[config.mk]
export PLATFORM = sky130hd
export DESIGN_NAME = ft245_sync_tx
export DESIGN_NICKNAME = d
export VERILOG_FILES = /design/src/rtl/ft245_sync_tx.sv
export SDC_FILE = /design/constraint.sdc
export NUM_CORES = 1
export LEC_CHECK = 0
export ABC_CLOCK_PERIOD_IN_PS = 4300
export CORE_UTILIZATION = 55
export CTS_CLUSTER_SIZE = 14
export DETAILED_ROUTE_END_ITERATION = 8
export GPL_ROUTABILITY_DRIVEN = 0
export GPL_TIMING_DRIVEN = 0
export PLACE_DENSITY = 0.83
export SKIP_CTS_REPAIR_TIMING = 1
export SLEW_MARGIN = 20
export SYNTH_ARGS = -nofsm -noshare
export SYNTH_HDL_FRONTEND = slang
export SYNTH_SLANG_ARGS = --single-unit
[constraint.sdc]
create_clock -name ft_clk -period 4.3 [get_ports ft_clk]
set_input_delay 0.86 -clock ft_clk [delete_from_list [all_inputs] [get_ports ft_clk]]
set_output_delay 0.86 -clock ft_clk [all_outputs]
set_load 0.1 [all_outputs]
[src/rtl/ft245_sync_tx.sv]
`default_nettype none
// ============================================================================
// Module   : ft245_sync_tx
// Purpose  : FT245 synchronous-FIFO transmit path. Buffers fabric bytes and
//            bursts them to the FT chip under an external bus arbiter.
// Revision : 1.0 - initial release
// ============================================================================
module ft245_sync_tx #(
  parameter int FIFO_DEPTH = 16,
  parameter int MAX_BURST  = 64
) (
  input  logic                        ft_clk,
  input  logic                        rst,
  input  logic [7:0]                  tx_data,
  input  logic                        tx_valid,
  output logic                        tx_ready,
  output logic [$clog2(FIFO_DEPTH):0] fifo_count,
  output logic                        bus_req,
  input  logic                        bus_gnt,
  input  logic                        ft_txen,
  output logic                        ft_wrn,
  output logic [7:0]                  ft_data_out,
  output logic                        ft_data_oe
);

  localparam int AW = $clog2(FIFO_DEPTH);
  localparam int BW = $clog2(MAX_BURST + 1);
  localparam logic [AW:0]   C_DEPTH     = (AW+1)'(FIFO_DEPTH);
  localparam logic [BW-1:0] C_MAX_BURST = BW'(MAX_BURST);

  typedef enum logic [2:0] {
    S_IDLE    = 3'd0,
    S_REQ     = 3'd1,
    S_TURN    = 3'd2,
    S_WRITE   = 3'd3,
    S_RELEASE = 3'd4
  } state_e;

  state_e          state_q, state_d;
  logic [7:0]      mem_q [FIFO_DEPTH];
  logic [AW-1:0]   wr_ptr_q, rd_ptr_q, rd_ptr_d;
  logic [AW:0]     count_q, count_d;
  logic [BW-1:0]   burst_q, burst_d;
  logic            wrn_q, wrn_d;
  logic            oe_q, oe_d;
  logic            req_q, req_d;
  logic [7:0]      dout_q, dout_d;
  logic            w_push, w_pop;
  logic [7:0]      w_head;

  assign tx_ready = (count_q < C_DEPTH);
  assign w_push   = tx_valid && tx_ready;
  // Only WRITE drives ft_wrn low, so this is the host accepting the head byte.
  assign w_pop    = !wrn_q && !ft_txen && (count_q != '0);
  assign count_d  = count_q + (AW+1)'(w_push) - (AW+1)'(w_pop);
  assign rd_ptr_d = rd_ptr_q + AW'(w_pop);

  // Head after this edge; forward the incoming byte when it lands in an
  // otherwise empty FIFO.
  assign w_head = ((count_q == (AW+1)'(w_pop)) && w_push) ? tx_data : mem_q[rd_ptr_d];

  always_ff @(posedge ft_clk) begin
    if (w_push) begin
      mem_q[wr_ptr_q] <= tx_data;
    end
  end

  always_comb begin
    state_d = state_q;
    burst_d = burst_q;
    case (state_q)
      S_IDLE: begin
        if ((count_q != '0) && !ft_txen) state_d = S_REQ;
      end
      S_REQ: begin
        if (bus_gnt) state_d = S_TURN;
      end
      S_TURN: begin
        if (!ft_txen && (count_q != '0) && bus_gnt) state_d = S_WRITE;
        else                                         state_d = S_RELEASE;
      end
      S_WRITE: begin
        burst_d = burst_q + BW'(w_pop);
        if (ft_txen || (count_d == '0) || (burst_d == C_MAX_BURST) || !bus_gnt) begin
          state_d = S_RELEASE;
        end
      end
      S_RELEASE: begin
        state_d = S_IDLE;
        burst_d = '0;
      end
      default: begin
        state_d = S_IDLE;
        burst_d = '0;
      end
    endcase

    req_d  = (state_d == S_REQ) || (state_d == S_TURN) || (state_d == S_WRITE);
    oe_d   = (state_d == S_TURN) || (state_d == S_WRITE);
    wrn_d  = (state_d != S_WRITE);
    dout_d = oe_d ? w_head : dout_q;
  end

  always_ff @(posedge ft_clk or posedge rst) begin
    if (rst) begin
      state_q  <= S_IDLE;
      wr_ptr_q <= '0;
      rd_ptr_q <= '0;
      count_q  <= '0;
      burst_q  <= '0;
      wrn_q    <= 1'b1;
      oe_q     <= 1'b0;
      req_q    <= 1'b0;
      dout_q   <= 8'h00;
    end else begin
      state_q  <= state_d;
      wr_ptr_q <= wr_ptr_q + AW'(w_push);
      rd_ptr_q <= rd_ptr_d;
      count_q  <= count_d;
      burst_q  <= burst_d;
      wrn_q    <= wrn_d;
      oe_q     <= oe_d;
      req_q    <= req_d;
      dout_q   <= dout_d;
    end
  end

  assign fifo_count  = count_q;
  assign bus_req     = req_q;
  assign ft_wrn      = wrn_q;
  assign ft_data_oe  = oe_q;
  assign ft_data_out = dout_q;

endmodule
`default_nettype wire

==> run summary, run 1 <==
Final core utilization - 66.4%
Total die area - 12700 µm²
Layout fillers - 758
Crit path from - ft_txen
Delay-heaviest family, CP - buffers and inverters
CP max stage cell - nor3_1
GRT Total Usage - 22.4%
Hold WC Path Type - flop to flop
Min-delay src - ft_data_out[6]$_DFFE_PP0P_
Netlist Area Pre-Place - 6720 µm²
Hpwl dp - 8.50 mm
Tmin final - 4110 ps
Area share, top type - 57.2%
First-pass GRT wire length - 20.0 mm
Post-synth top cells - 128 x edfxtp_1, 33 x dfrtp_1, 32 x mux4_2, 30 x nor2_1, 16 x mux2i_1
Leakage - 2.70 nW
Post-synth top area cell - edfxtp_1
Syn Inst Count - 391
DRC errors left - 0
Core ar. - 11700 µm²
Hold_ws - 503 ps
Status - finished, final reports clean
Ports - 30
Total sequential power - 2.02 mW
Clk_skew - 9.14 ps
Detail Route Antenna Nets - 0
Seq pwr share - 36.4%
Worst r2r src - fifo_count[2]$_DFF_PP0_
Distinct lib cells - 41
Clk buf depth - 2
CP Depth - 10
1st-iter DRT viols - 375
Commonest Layout Cell - edfxtp_1
Nets - 463
Fp util - 57.6%
Synthesis warning total - 0
Worst skew pair latency - 420 ps
Comb power - 2.18 mW
Layout clock area frac - 6.85%
Flop count - 162
Yosys chip area - 6720 µm²
Antenna violations before repair - 0
Most common cell in the netlist - edfxtp_1
Largest cell class - registers
Root Buffer - clkbuf_16
Fin crit share - 95.5%
Gr ovfl total - 0
Top logic cells by instance count in the layout - 128 x edfxtp_1, 33 x dfrtp_1, 32 x mux4_2
Adder Share, Synth - 2.16%
Compound Share, Synth - 3.17%
Max-slew violation count - 0
R2R Setup Slk - 420 ps
Switch share - 37.3%
Buffers & Inverters on Critical Path - 3
Die height - 113 µm
Setup crit start kind - input pin
VDD IR-drop max - 0.370 mV
Crit-path max cell delay - 570 ps
Reg2reg path depth - 12
Cell area power density - 717 nW/µm²
Count of library flops with an enable pin - 128
Worst Hold End - ft_data_out[6]$_DFFE_PP0P_
I/O Buffers - 29
# Taps - 143
Final hold viol count - 0
Crit Path Max Fanout - 10
Worst r2r dst - ft_data_out[0]$_DFFE_PP0P_
CTS tree - done
Total nets after synthesis - 415
DRT Pass-1 Iters - 5
Number of warnings in the stage logs - 27
Combinational share of cell area - 24.8%
MI comb cells - 198
Critical Path End Type - flop
Largest Pwr Group - combinational cells
Most common flop cell mapped by yosys - edfxtp_1
P_int - 3.48 mW
run 1: routing by layer:
metal,vias to the layer above,routed length [µm]
li1,1615,-
met1,1842,5300
met2,162,6200
met3,24,942
met4,0,279
met5,-,0
run 1: per-stage QoR:
stage               cells  setup WS [ps]
global placement      563           -232
global route          595           5.27
floorplan             391           5.17
detailed placement    563           -314
finish                595            193
CTS                   595            134
run 1: cells by family after synthesis:
| logic type | after synthesis |
|---|---|
| flops | 162 |
| compound gates | 28 |
| fa+ha+maj | 11 |
| simple gates | 89 |
| mux | 56 |
| buf+inv | 31 |
| xor+xnor | 14 |
run 1: flip-flops by register name (all words and copies together), names as in the netlist:
signal and flops:
burst_q 7, ft_wrn 1, wr_ptr_q 4, fifo_count 5, ft_data_oe 1, bus_req 1, rd_ptr_q 4, mem_q 128
ft_data_out 8, state_q 3
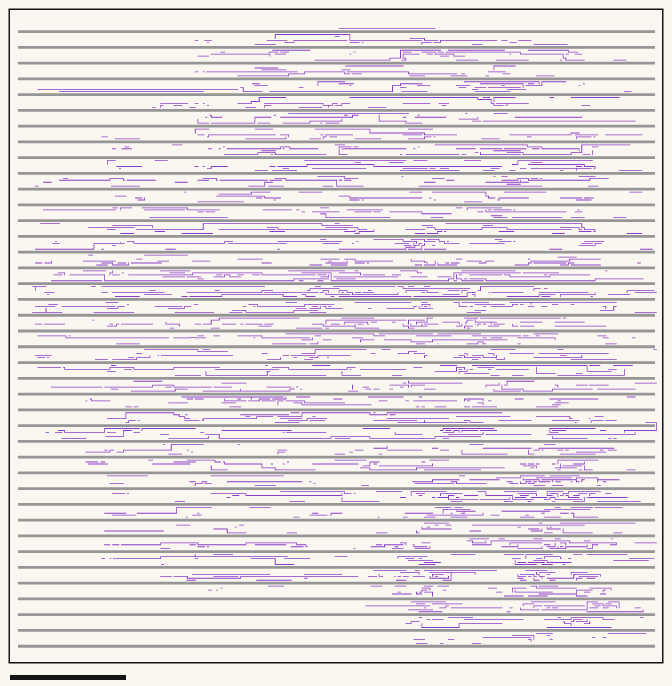
(run_1/m1.png)
Scale bar: 20 µm. Supply wires on this layer in grey.
nets with wire on the layer: 428
wire length on this layer: 5300 µm
longest straight run: 34.5 µm
met1 Resource Use GR: 30.2%
drt total wl: 12.7 mm
vias: 3643

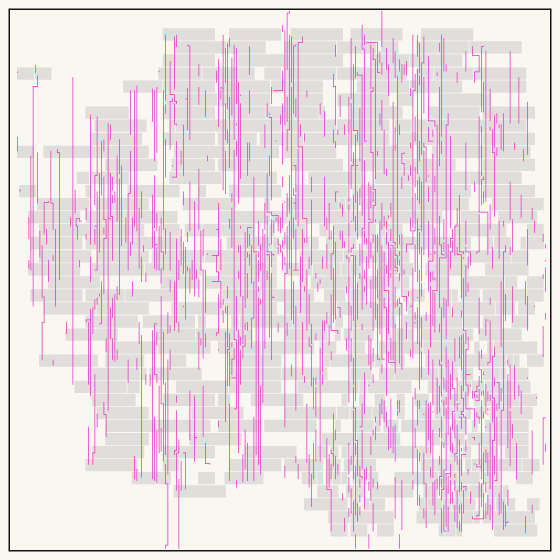
(run_1/m2.png)
share of all routed wire: 49%
nets with wire on the layer: 417
met2 usage: 34.9%

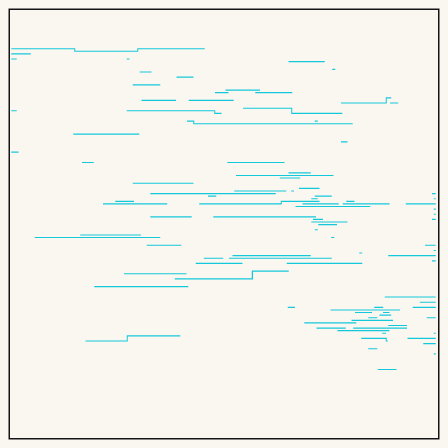
(run_1/m3.png)
wire length on this layer: 943 µm
nets with wire on the layer: 76
main direction: horizontal
longest straight run: 41.6 µm
share of all routed wire: 7.4%
met3 GRT Util: 6.48%

==> run_1/m4.png <==
Scale bar: 20 µm. Supply wires on this layer in grey.
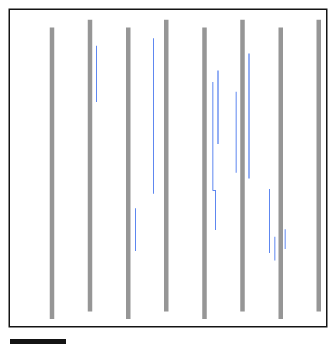

==> run 2, diff against run 1 <==
--- a/config.mk
+++ b/config.mk
@@ -6,12 +6,14 @@
 export NUM_CORES = 1
 export LEC_CHECK = 0
 export ABC_CLOCK_PERIOD_IN_PS = 4300
+export CAP_MARGIN = 0
 export CORE_UTILIZATION = 55
 export CTS_CLUSTER_SIZE = 14
 export DETAILED_ROUTE_END_ITERATION = 8
+export DONT_BUFFER_PORTS = 1
 export GPL_ROUTABILITY_DRIVEN = 0
 export GPL_TIMING_DRIVEN = 0
-export PLACE_DENSITY = 0.83
+export PLACE_DENSITY = 0.79
 export SKIP_CTS_REPAIR_TIMING = 1
 export SLEW_MARGIN = 20
 export SYNTH_ARGS = -nofsm -noshare
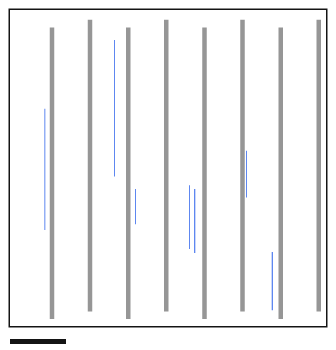
(run_2/m4.png)
Scale bar: 20 µm. Supply wires on this layer in grey.
wire length on this layer: 185 µm
main direction: vertical
longest straight run: 48.3 µm
share of all routed wire: 1.5%
nets with wire on the layer: 4

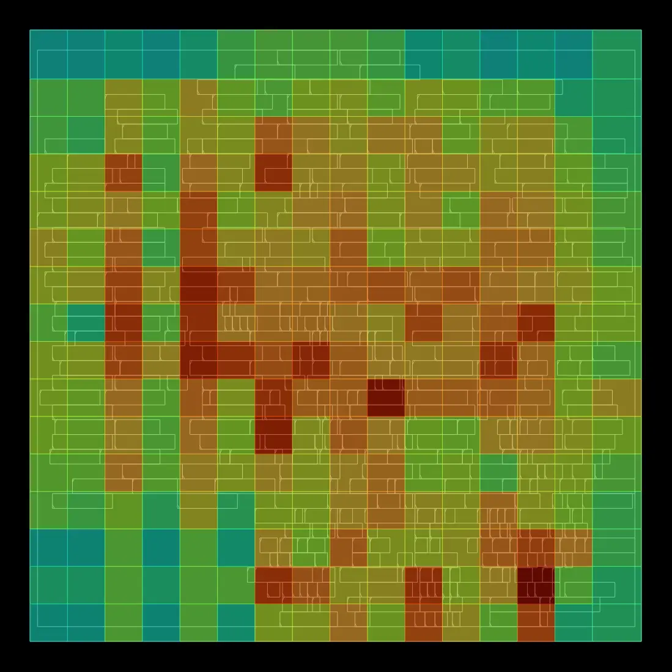
(run_2/congestion_map.png)
GRT Total Usage: 22.0%
per-cell routed wire length: 22.0 µm
Most Crowded Layer GR: met2
met1 Resource Use GR: 28.5%

==> run summary, run 2 <==
Buffers & Inverters on Critical Path - 2
Cell area power density - 721 nW/µm²
Distinct lib cells - 41
DRC errors left - 0
Tmin final - 4090 ps
Setup crit start kind - flop
Count of library flops with an enable pin - 128
Most common cell in the netlist - edfxtp_1
Hold_ws - 419 ps
CP max stage cell - dfrtp_1
Final hold viol count - 0
First-pass GRT wire length - 19.5 mm
Critical Path End Type - flop
Crit Path Max Fanout - 10
VDD IR-drop max - 0.370 mV
Max_cap viols - 0
R2R Setup Slk - 210 ps
Final core utilization - 64.2%
Flops after synth - 162
Total nets after synthesis - 415
Nets - 434
Pre-CTS WS - -429 ps
Largest Register - mem_q
Largest cell class - registers
Hold WC Path Type - input pin to asynchronous set/reset pin
Standard-cell rows - 39
Tightest Pin Transition - 978 ps
Max reg flops - 128
Post-synth top area cell - edfxtp_1
Layout fillers - 777
Commonest Layout Cell - edfxtp_1
Flop count - 162
Total die area - 12700 µm²
CTS tree - done
Syn Inst Count - 391
Delay-heaviest family, CP - flip-flops
I/O Buffers - 0
Worst r2r src - fifo_count[0]$_DFF_PP0_
Post-synth top cells - 128 x edfxtp_1, 33 x dfrtp_1, 32 x mux4_2, 30 x nor2_1, 16 x mux2i_1
Status - finished, final reports clean
CP Depth - 12
Clk buf depth - 2
CP Cell Sequence - nor4b_1 -> nor3_2 -> xnor2_1 -> ha_1 -> inv_1 -> fa_1 -> xor2_1 -> inv_1 -> or3_1 -> a211o_1 -> a31oi_4 -> mux2_2
Max-slew violation count - 0
Worst r2r dst - ft_data_out[7]$_DFFE_PP0P_
DRT Pass-1 Iters - 5
Fp util - 57.6%
Layout clock area frac - 7.29%
# Taps - 143
Combinational share of cell area - 25.6%
Core ar. - 11700 µm²
Antenna violations before repair - 0
Synthesis warning total - 0
Number of warnings in the stage logs - 27
FMAX - 245 MHz
H-Tree Level Count - 4
Leakage - 2.60 nW
RSZ-0062 raised after global routing - no
Cells in synth_stat.txt - 391
Non-clk invs - 15
Ports - 30
Most common flop cell mapped by yosys - edfxtp_1
Root Buffer - clkbuf_16
Setup violators final - 0
Gr ovfl total - 0
Clk_skew - 12.6 ps
Area share, top type - 57.2%
Yosys chip area - 6720 µm²
1st-iter DRT viols - 343
Placed insts - 534
Clock transition at the registers of the reported paths - 60 ps
Crit-path max cell delay - 980 ps
Final-layout non-clock buffer area share - 1.00%
Reg2reg path depth - 12
Hpwl dp - 8.35 mm
Netlist Area Pre-Place - 6720 µm²
Crit path from - fifo_count[0]$_DFF_PP0_
Worst skew pair latency - 430 ps
Largest net degree at the start of global routing - 35
Top logic cells by instance count in the layout - 128 x edfxtp_1, 32 x mux4_2, 30 x nor2_1
Fin crit share - 95.0%
Final worst slack - 214 ps
Fin cells - 566
Worst path most repeated cell - inv_1
Critical path arrival - 4390 ps
Die height - 113 µm
Clock Sinks - 162
Detail Route Antenna Nets - 0
MI comb cells - 198
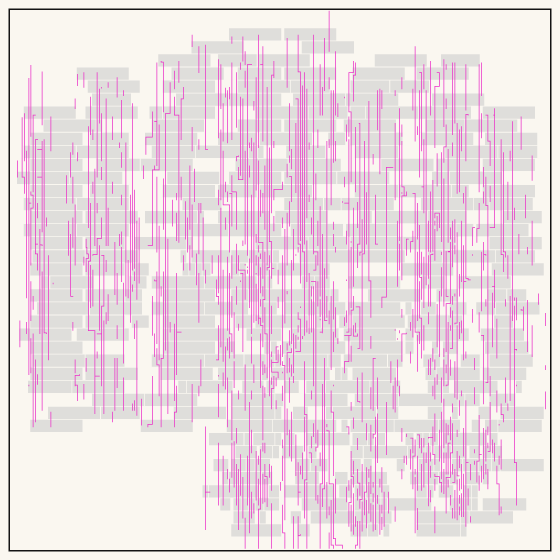
(run_2/m2.png)
main direction: vertical
longest straight run: 61.7 µm
met2 usage: 35.5%
vias: 3460
drt total wl: 12.4 mm

-- run 2: power by group --
group	switching (mW)	internal, mW
registers	0.682	1.90
logic	0.776	0.663
clock network	0.589	0.791
-- run 2: routing by layer --
layer  track usage [%]  wire length, µm  vias to the layer above
met5                 0                0                        -
met4              8.27              184                        0
met3              6.64              869                       17
met2              35.5             6420                      117
met1              28.5             4960                     1772
li1                  -                -                     1554
-- run 2: kinds of logic (layout without fill, tap and decap cells) --
group           Yosys count  in the layout  share of synthesized area (%)
compound gates           28             28                           3.17
xor+xnor                 14             14                           1.83
fa+ha+maj                11             11                           2.16
buf+inv                  31             63                           1.94
flops                   162            162                           69.9
mux                      56             56                           14.5
simple gates             89             89                           6.56
Power is estimated from default activity; no workload was simulated.
